**src/rtl/game_pkg.sv**
```systemverilog
// game_pkg: direction, game/player state codes and grid geometry shared with the action block
package game_pkg;
  typedef enum logic [1:0] {LEFT = 2'd0, RIGHT = 2'd1, UP = 2'd2, DOWN = 2'd3} dir_e;
  typedef enum logic [2:0] {GS_START = 3'd0, GS_PLAY = 3'd1, GS_PAUSE = 3'd2, GS_END = 3'd3} gs_e;
  localparam logic [3:0] PS_CHOPPING = 4'd1;
  localparam int TILE_SHIFT = 5;
  localparam int GRID_COLS = 13;
  localparam int GRID_ROWS = 8;
  localparam logic signed [9:0] X_LIM = 10'sd415;
  localparam logic signed [9:0] Y_LIM = 10'sd255;
endpackage

```
**src/rtl/player_move_if.sv**
```systemverilog
// player_move_if: buttons, game context and walkable map in; player pose and status out
interface player_move_if;
  import game_pkg::*;
  logic left, right, up, down;
  logic [2:0] game_state;
  logic [3:0] player_state;
  logic [GRID_ROWS-1:0][GRID_COLS-1:0] walkable;
  logic [1:0] player_direction;
  logic [8:0] player_loc_x, player_loc_y;
  logic moving, bump;
  modport master (
    output left, right, up, down, game_state, player_state, walkable,
    input player_direction, player_loc_x, player_loc_y, moving, bump
  );
  modport slave (
    input left, right, up, down, game_state, player_state, walkable,
    output player_direction, player_loc_x, player_loc_y, moving, bump
  );
endinterface

```
**src/rtl/tile_probe.sv**
```systemverilog
// tile_probe: maps a signed pixel point to an on-grid flag and its tile's walkable bit
module tile_probe
  import game_pkg::*;
(
  input  logic signed [9:0] px,
  input  logic signed [9:0] py,
  input  logic [GRID_ROWS-1:0][GRID_COLS-1:0] walkable,
  output logic in_range,
  output logic walk
);
  assign in_range = px >= 10'sd0 && px <= X_LIM && py >= 10'sd0 && py <= Y_LIM;
  assign walk = in_range & walkable[py[TILE_SHIFT+2:TILE_SHIFT]][px[TILE_SHIFT+3:TILE_SHIFT]];
endmodule

```
**src/rtl/player_move.sv**
```systemverilog
// player_move: per-frame player step with wall/counter collision and chop lock
module player_move
  import game_pkg::*;
#(
  parameter int SPEED = 2,
  parameter int HALF = 12,
  parameter int SPAWN_X = 300,
  parameter int SPAWN_Y = 208
) (
  input logic vsync,
  input logic reset,
  player_move_if.slave bus
);
  localparam logic signed [9:0] SPD = 10'(SPEED);
  localparam logic signed [9:0] HLF = 10'(HALF);
  localparam logic [8:0] SX = 9'(SPAWN_X);
  localparam logic [8:0] SY = 9'(SPAWN_Y);
  logic [8:0] x_q, x_d, y_q, y_d;
  dir_e dir_q, dir_d, req_dir;
  logic moving_q, moving_d, bump_q, bump_d;
  logic req, horiz, neg, start, go, ok;
  logic signed [9:0] xs, ys, cx, cy, ex, ey, p0x, p0y, p1x, p1y;
  logic in0, in1, w0, w1;
  // Pick the requested direction and the two leading-edge corners of the candidate box
  always_comb begin
    req = bus.left | bus.right | bus.up | bus.down;
    req_dir = bus.left ? LEFT : bus.right ? RIGHT : bus.up ? UP : DOWN;
    horiz = req_dir == LEFT || req_dir == RIGHT;
    neg = req_dir == LEFT || req_dir == UP;
    xs = signed'({1'b0, x_q});
    ys = signed'({1'b0, y_q});
    cx = horiz ? (neg ? xs - SPD : xs + SPD) : xs;
    cy = horiz ? ys : (neg ? ys - SPD : ys + SPD);
    ex = neg ? cx - HLF : cx + HLF;
    ey = neg ? cy - HLF : cy + HLF;
    p0x = horiz ? ex : cx - HLF;
    p1x = horiz ? ex : cx + HLF;
    p0y = horiz ? cy - HLF : ey;
    p1y = horiz ? cy + HLF : ey;
  end
  tile_probe u_probe0 (.px(p0x), .py(p0y), .walkable(bus.walkable), .in_range(in0), .walk(w0));
  tile_probe u_probe1 (.px(p1x), .py(p1y), .walkable(bus.walkable), .in_range(in1), .walk(w1));
  // Commit, block or hold the step depending on game state and chop lock
  always_comb begin
    ok = in0 & w0 & in1 & w1;
    start = bus.game_state == GS_START;
    go = bus.game_state == GS_PLAY && bus.player_state != PS_CHOPPING && req;
    x_d = start ? SX : (go && ok) ? cx[8:0] : x_q;
    y_d = start ? SY : (go && ok) ? cy[8:0] : y_q;
    dir_d = go ? req_dir : dir_q;
    moving_d = go && ok;
    bump_d = go && !ok;
  end
  // Frame-rate state register; reset overrides any step in progress
  always_ff @(posedge vsync) begin
    if (reset) begin
      x_q <= SX;
      y_q <= SY;
      dir_q <= LEFT;
      moving_q <= 1'b0;
      bump_q <= 1'b0;
    end else begin
      x_q <= x_d;
      y_q <= y_d;
      dir_q <= dir_d;
      moving_q <= moving_d;
      bump_q <= bump_d;
    end
  end
  assign bus.player_loc_x = x_q;
  assign bus.player_loc_y = y_q;
  assign bus.player_direction = dir_q;
  assign bus.moving = moving_q;
  assign bus.bump = bump_q;
endmodule

```
**src/flat_wrapper.sv**
```systemverilog
// flat-port wrapper written by rule: the top's interface ports become plain ports
module player_move_flat import game_pkg::*;
#(
  parameter int SPEED = 2,
  parameter int HALF = 12,
  parameter int SPAWN_X = 300,
  parameter int SPAWN_Y = 208
)
  (vsync, reset, bus_left, bus_right, bus_up, bus_down, bus_game_state, bus_player_state, bus_walkable, bus_player_direction, bus_player_loc_x, bus_player_loc_y, bus_moving, bus_bump);
  player_move_if bus_i ();
  input logic vsync;
  input logic reset;
  input wire logic [$bits(bus_i.left)-1:0] bus_left;
  input wire logic [$bits(bus_i.right)-1:0] bus_right;
  input wire logic [$bits(bus_i.up)-1:0] bus_up;
  input wire logic [$bits(bus_i.down)-1:0] bus_down;
  input wire logic [$bits(bus_i.game_state)-1:0] bus_game_state;
  input wire logic [$bits(bus_i.player_state)-1:0] bus_player_state;
  input wire logic [$bits(bus_i.walkable)-1:0] bus_walkable;
  output wire logic [$bits(bus_i.player_direction)-1:0] bus_player_direction;
  output wire logic [$bits(bus_i.player_loc_x)-1:0] bus_player_loc_x;
  output wire logic [$bits(bus_i.player_loc_y)-1:0] bus_player_loc_y;
  output wire logic [$bits(bus_i.moving)-1:0] bus_moving;
  output wire logic [$bits(bus_i.bump)-1:0] bus_bump;
  assign bus_i.left = bus_left;
  assign bus_i.right = bus_right;
  assign bus_i.up = bus_up;
  assign bus_i.down = bus_down;
  assign bus_i.game_state = bus_game_state;
  assign bus_i.player_state = bus_player_state;
  assign bus_i.walkable = bus_walkable;
  assign bus_player_direction = bus_i.player_direction;
  assign bus_player_loc_x = bus_i.player_loc_x;
  assign bus_player_loc_y = bus_i.player_loc_y;
  assign bus_moving = bus_i.moving;
  assign bus_bump = bus_i.bump;
  player_move #(.SPEED(SPEED), .HALF(HALF), .SPAWN_X(SPAWN_X), .SPAWN_Y(SPAWN_Y)) u_core (.vsync(vsync), .reset(reset), .bus(bus_i));
endmodule
```
**config.mk**
```make
export PLATFORM = sky130hd
export DESIGN_NAME = player_move_flat
export DESIGN_NICKNAME = d
export VERILOG_FILES = /design/src/rtl/game_pkg.sv /design/src/rtl/player_move_if.sv /design/src/rtl/tile_probe.sv /design/src/rtl/player_move.sv /design/src/flat_wrapper.sv
export SDC_FILE = /design/constraint.sdc
export NUM_CORES = 1
export LEC_CHECK = 0
export CORE_MARGIN = 4
export CORE_UTILIZATION = 45
export DETAILED_ROUTE_END_ITERATION = 7
export PLACE_DENSITY_LB_ADDON = 0.1
export SLEW_MARGIN = 20
export SYNTH_ARGS = -nofsm -noshare
export SYNTH_HDL_FRONTEND = slang
export SYNTH_HIERARCHICAL = 1
export SYNTH_SLANG_ARGS = --single-unit
```
**constraint.sdc**
```tcl
create_clock -name vsync -period 7.5 [get_ports vsync]
set_clock_uncertainty 0.05 [all_clocks]
set_input_delay 1.5 -clock vsync [delete_from_list [all_inputs] [get_ports vsync]]
set_output_delay 1.5 -clock vsync [all_outputs]
set_load 0.005 [all_outputs]
```
==> images/wires.png <==
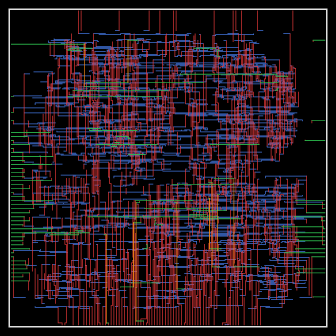
- metal 2: red (wire length 7250 um)
- metal 4: orange (wire length 244 um)
- metal 1: blue (wire length 5840 um)
- metal 3: green (wire length 884 um)
Vias: 4591
post-DR wirelength/cell: 18.7 um
Total GRT Usage: 24.5%

==> images/logic_types.png <==
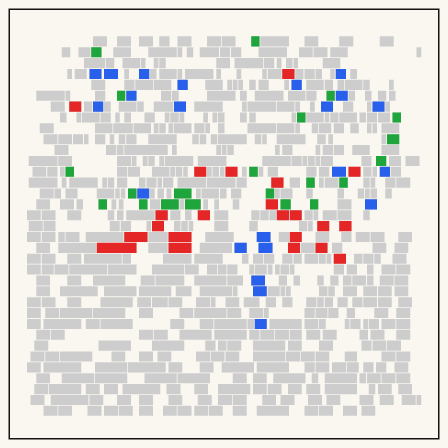
- non-inverting ao/oa cells: blue (cells 22; most used o211a_1)
- and/or cells: green (cells 21; most used or3_1)
- xor and xnor cells: red (cells 22; most used xnor2_1)
Comb/total area: 61.8%
Commonest Layout Cell: clkdlybuf4s50_1
Final Non-Filler Cells: 759

==> images/layer_met2.png <==
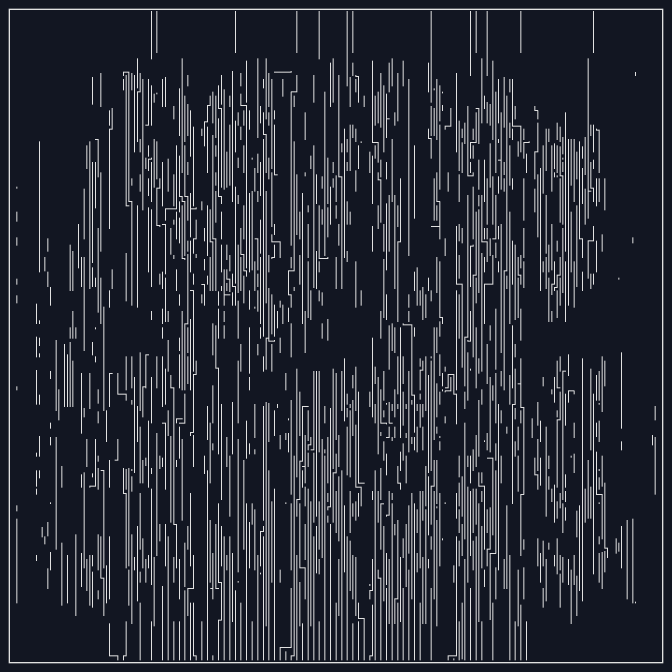
- nets with wire on the layer: 677
- share of all routed wire: 51%
- longest straight run: 39.8 um
routed wire length: 14200 um
met2 Use GR: 44.0%

==> images/congestion.png <==
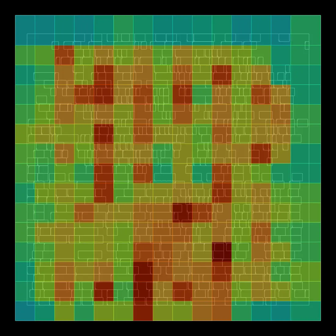
Util after Layout: 65.1%
layer with the highest usage: met2
grt met3 use: 3.25%
M1 GR Usage: 31.1%

==> results.sh <==
# implementation run metrics
export IMPL_numPortBuffers=136
export IMPL_dr_wl_met3_um=884
export IMPL_combPwrFrac_pct=69.4
export IMPL_power_density_mw_per_mm2=116
export IMPL_core_mm2=0.00942
export IMPL_cp_end_kind="register"
export IMPL_crit_fanout=16
export IMPL_power_switching_uw=271
export IMPL_diodes=0
export IMPL_gp_congestion=0.909
export IMPL_cp_top_family="simple AND/OR/NAND/NOR gates"
export IMPL_clk_path_buf_depth=2
export IMPL_internal_power_uw=442
export IMPL_slew_headroom_pct=39.2
export IMPL_fp_util_pct=47.0
export IMPL_fin_tns_setup_ns=0
export IMPL_rsz0062_at_grt="false"
export IMPL_p_leak_uw=0.00241
export IMPL_whs_ns=0.432
export IMPL_cts_tree="built"
export IMPL_netlist_instances=500
export IMPL_clockPowerShare_pct=15.6
export IMPL_drtAntennaViolNets=0
export IMPL_finalCritPeriodShare_pct=93.5
export IMPL_grt_pass1_wl_um=23100
export IMPL_cts_inserted_buffers=3
export IMPL_place_inst=755
export IMPL_ys_warn_count=6
export IMPL_power_total_uw=713
export IMPL_dr_pass1_iters=4
export IMPL_cp_buffers_inverters=4
export IMPL_met2_length_um=7250
export IMPL_ctsHoldBuffers=0
export IMPL_grt_max_degree=31
export IMPL_outcome="completed"
export IMPL_slowest_stage="nor2_1"
export IMPL_worst_slew_pin_slew_ns=0.909
export IMPL_required_ns=7.63
export IMPL_top_layer="met4"
export IMPL_path_common_cell="nand4_1"
export IMPL_power_frac_seq_pct=15.1
export IMPL_syn_avg_cell_area_um2=8.85
export IMPL_setup_slack_ns=0.484
export IMPL_cts_resized_gates=0
export IMPL_worstSetupPathType="input port to register"
export IMPL_fillers=817
export IMPL_row_count=35
export IMPL_drt_vias_per_instance=6.05
export IMPL_drive_gt1_share_pct=14.1
export IMPL_h_tree_depth=1
export IMPL_clockRootBuffer="clkbuf_8"
export IMPL_finish_net_count=772
export IMPL_start_kind="input port"
export IMPL_ir_drop_mv=0.0578
export IMPL_clk_latency_ns=0.27
export IMPL_maxSlewViolCount=0
export IMPL_netlist_area_mm2=0.00442
export IMPL_grt_pass1_vias=4776
export IMPL_met1_length_um=5840
export IMPL_crit_chain="clkdlybuf4s50_1 -> inv_1 -> a21oi_1 -> inv_1 -> buf_4 -> ha_1 -> a211oi_1 -> o21bai_1 -> and4_1 -> or3_1 -> nand4_1 -> mux2i_1 -> xnor2_1 -> nor3b_1 -> o2111ai_1 -> nand4_1 -> o211a_1 -> nand4_1 -> nor2_1 -> nor2_1 -> a211oi_1"
export IMPL_post_cts_buffers=0
export IMPL_fin_crit_ns=7.02
export IMPL_dp_slack_ns=0.371
export IMPL_place_area_mm2=0.00606
export IMPL_clkSinkCount=20
export IMPL_swShare_pct=38.0
export IMPL_clkTransAtPathRegs_ns=0.08
export IMPL_chipArea_mm2=0.0115
export IMPL_tool_warnings=34
export IMPL_hp_class="register to register"
export IMPL_stdcell_area_mm2=0.00613
export IMPL_maxCapViolCount=0
export IMPL_drt_iter0_markers=286
export IMPL_synthToLayoutAreaGrowth_pct=38.6
export IMPL_overflow=0
[worst min-delay path: cells and delay by family (launching register included)]
| kind | cells | cell delay, ns |
|---|---|---|
| flip-flops | 1 | 0.32 |
| AND-OR/OR-AND | 1 | 0.06 |
| buffers and inverters | 1 | 0.05 |
[registers in the layout (all words and copies together) (netlist names)]
register / flops
u_core/bus.moving: 1
u_core/bus.player_direction: 2
u_core/bus.player_loc_y: 8
u_core/bus.player_loc_x: 8
u_core/bus.bump: 1
[cell type report]
type                       count  area [um2]  share of cell area, %
clock buffer                   3        41.3                  0.674
clock inverter                 1        30.0                  0.490
inverter                      18        67.6                   1.10
multi-input combinational    425        3790                   61.8
sequential                    20         400                   6.53
tap                          129         161                   2.63
timing repair buffer         163        1640                   26.7
[power by group through the flow]
stage	logic [uW]	registers [uW]	clock network, uW
2_1_floorplan	324	110	0
3_3_place_gp	482	110	0
3_5_place_dp	490	110	0
4_1_cts	493	108	114
5_1_grt	535	108	118
6_report	494	108	111
[final timing paths]
check                            startpoint                             end  slack (ns)  cells past startpoint
min          u_core/bus.player_direction[1]  u_core/bus.player_direction[1]        0.43                      2
min reg2reg  u_core/bus.player_direction[1]  u_core/bus.player_direction[1]        0.43                      2
max                               bus_right      u_core/bus.player_loc_y[3]        0.48                     21
max reg2reg      u_core/bus.player_loc_y[1]      u_core/bus.player_loc_y[3]        2.31                     20
[cells in the final DEF, fill, tap and decap left out, types with 8 or more instances in the layout]
cell type	count
a211oi_1	10
a21oi_1	13
buf_4	21
clkdlybuf4s50_1	136
dfxtp_1	20
ha_1	22
inv_1	18
mux2i_1	39
mux4_1	10
mux4_2	34
nand2_1	35
nand3_1	16
nand3b_1	10
nand4_1	8
nor2_1	40
nor3_1	23
o211ai_1	10
o21ai_0	15
xnor2_1	16
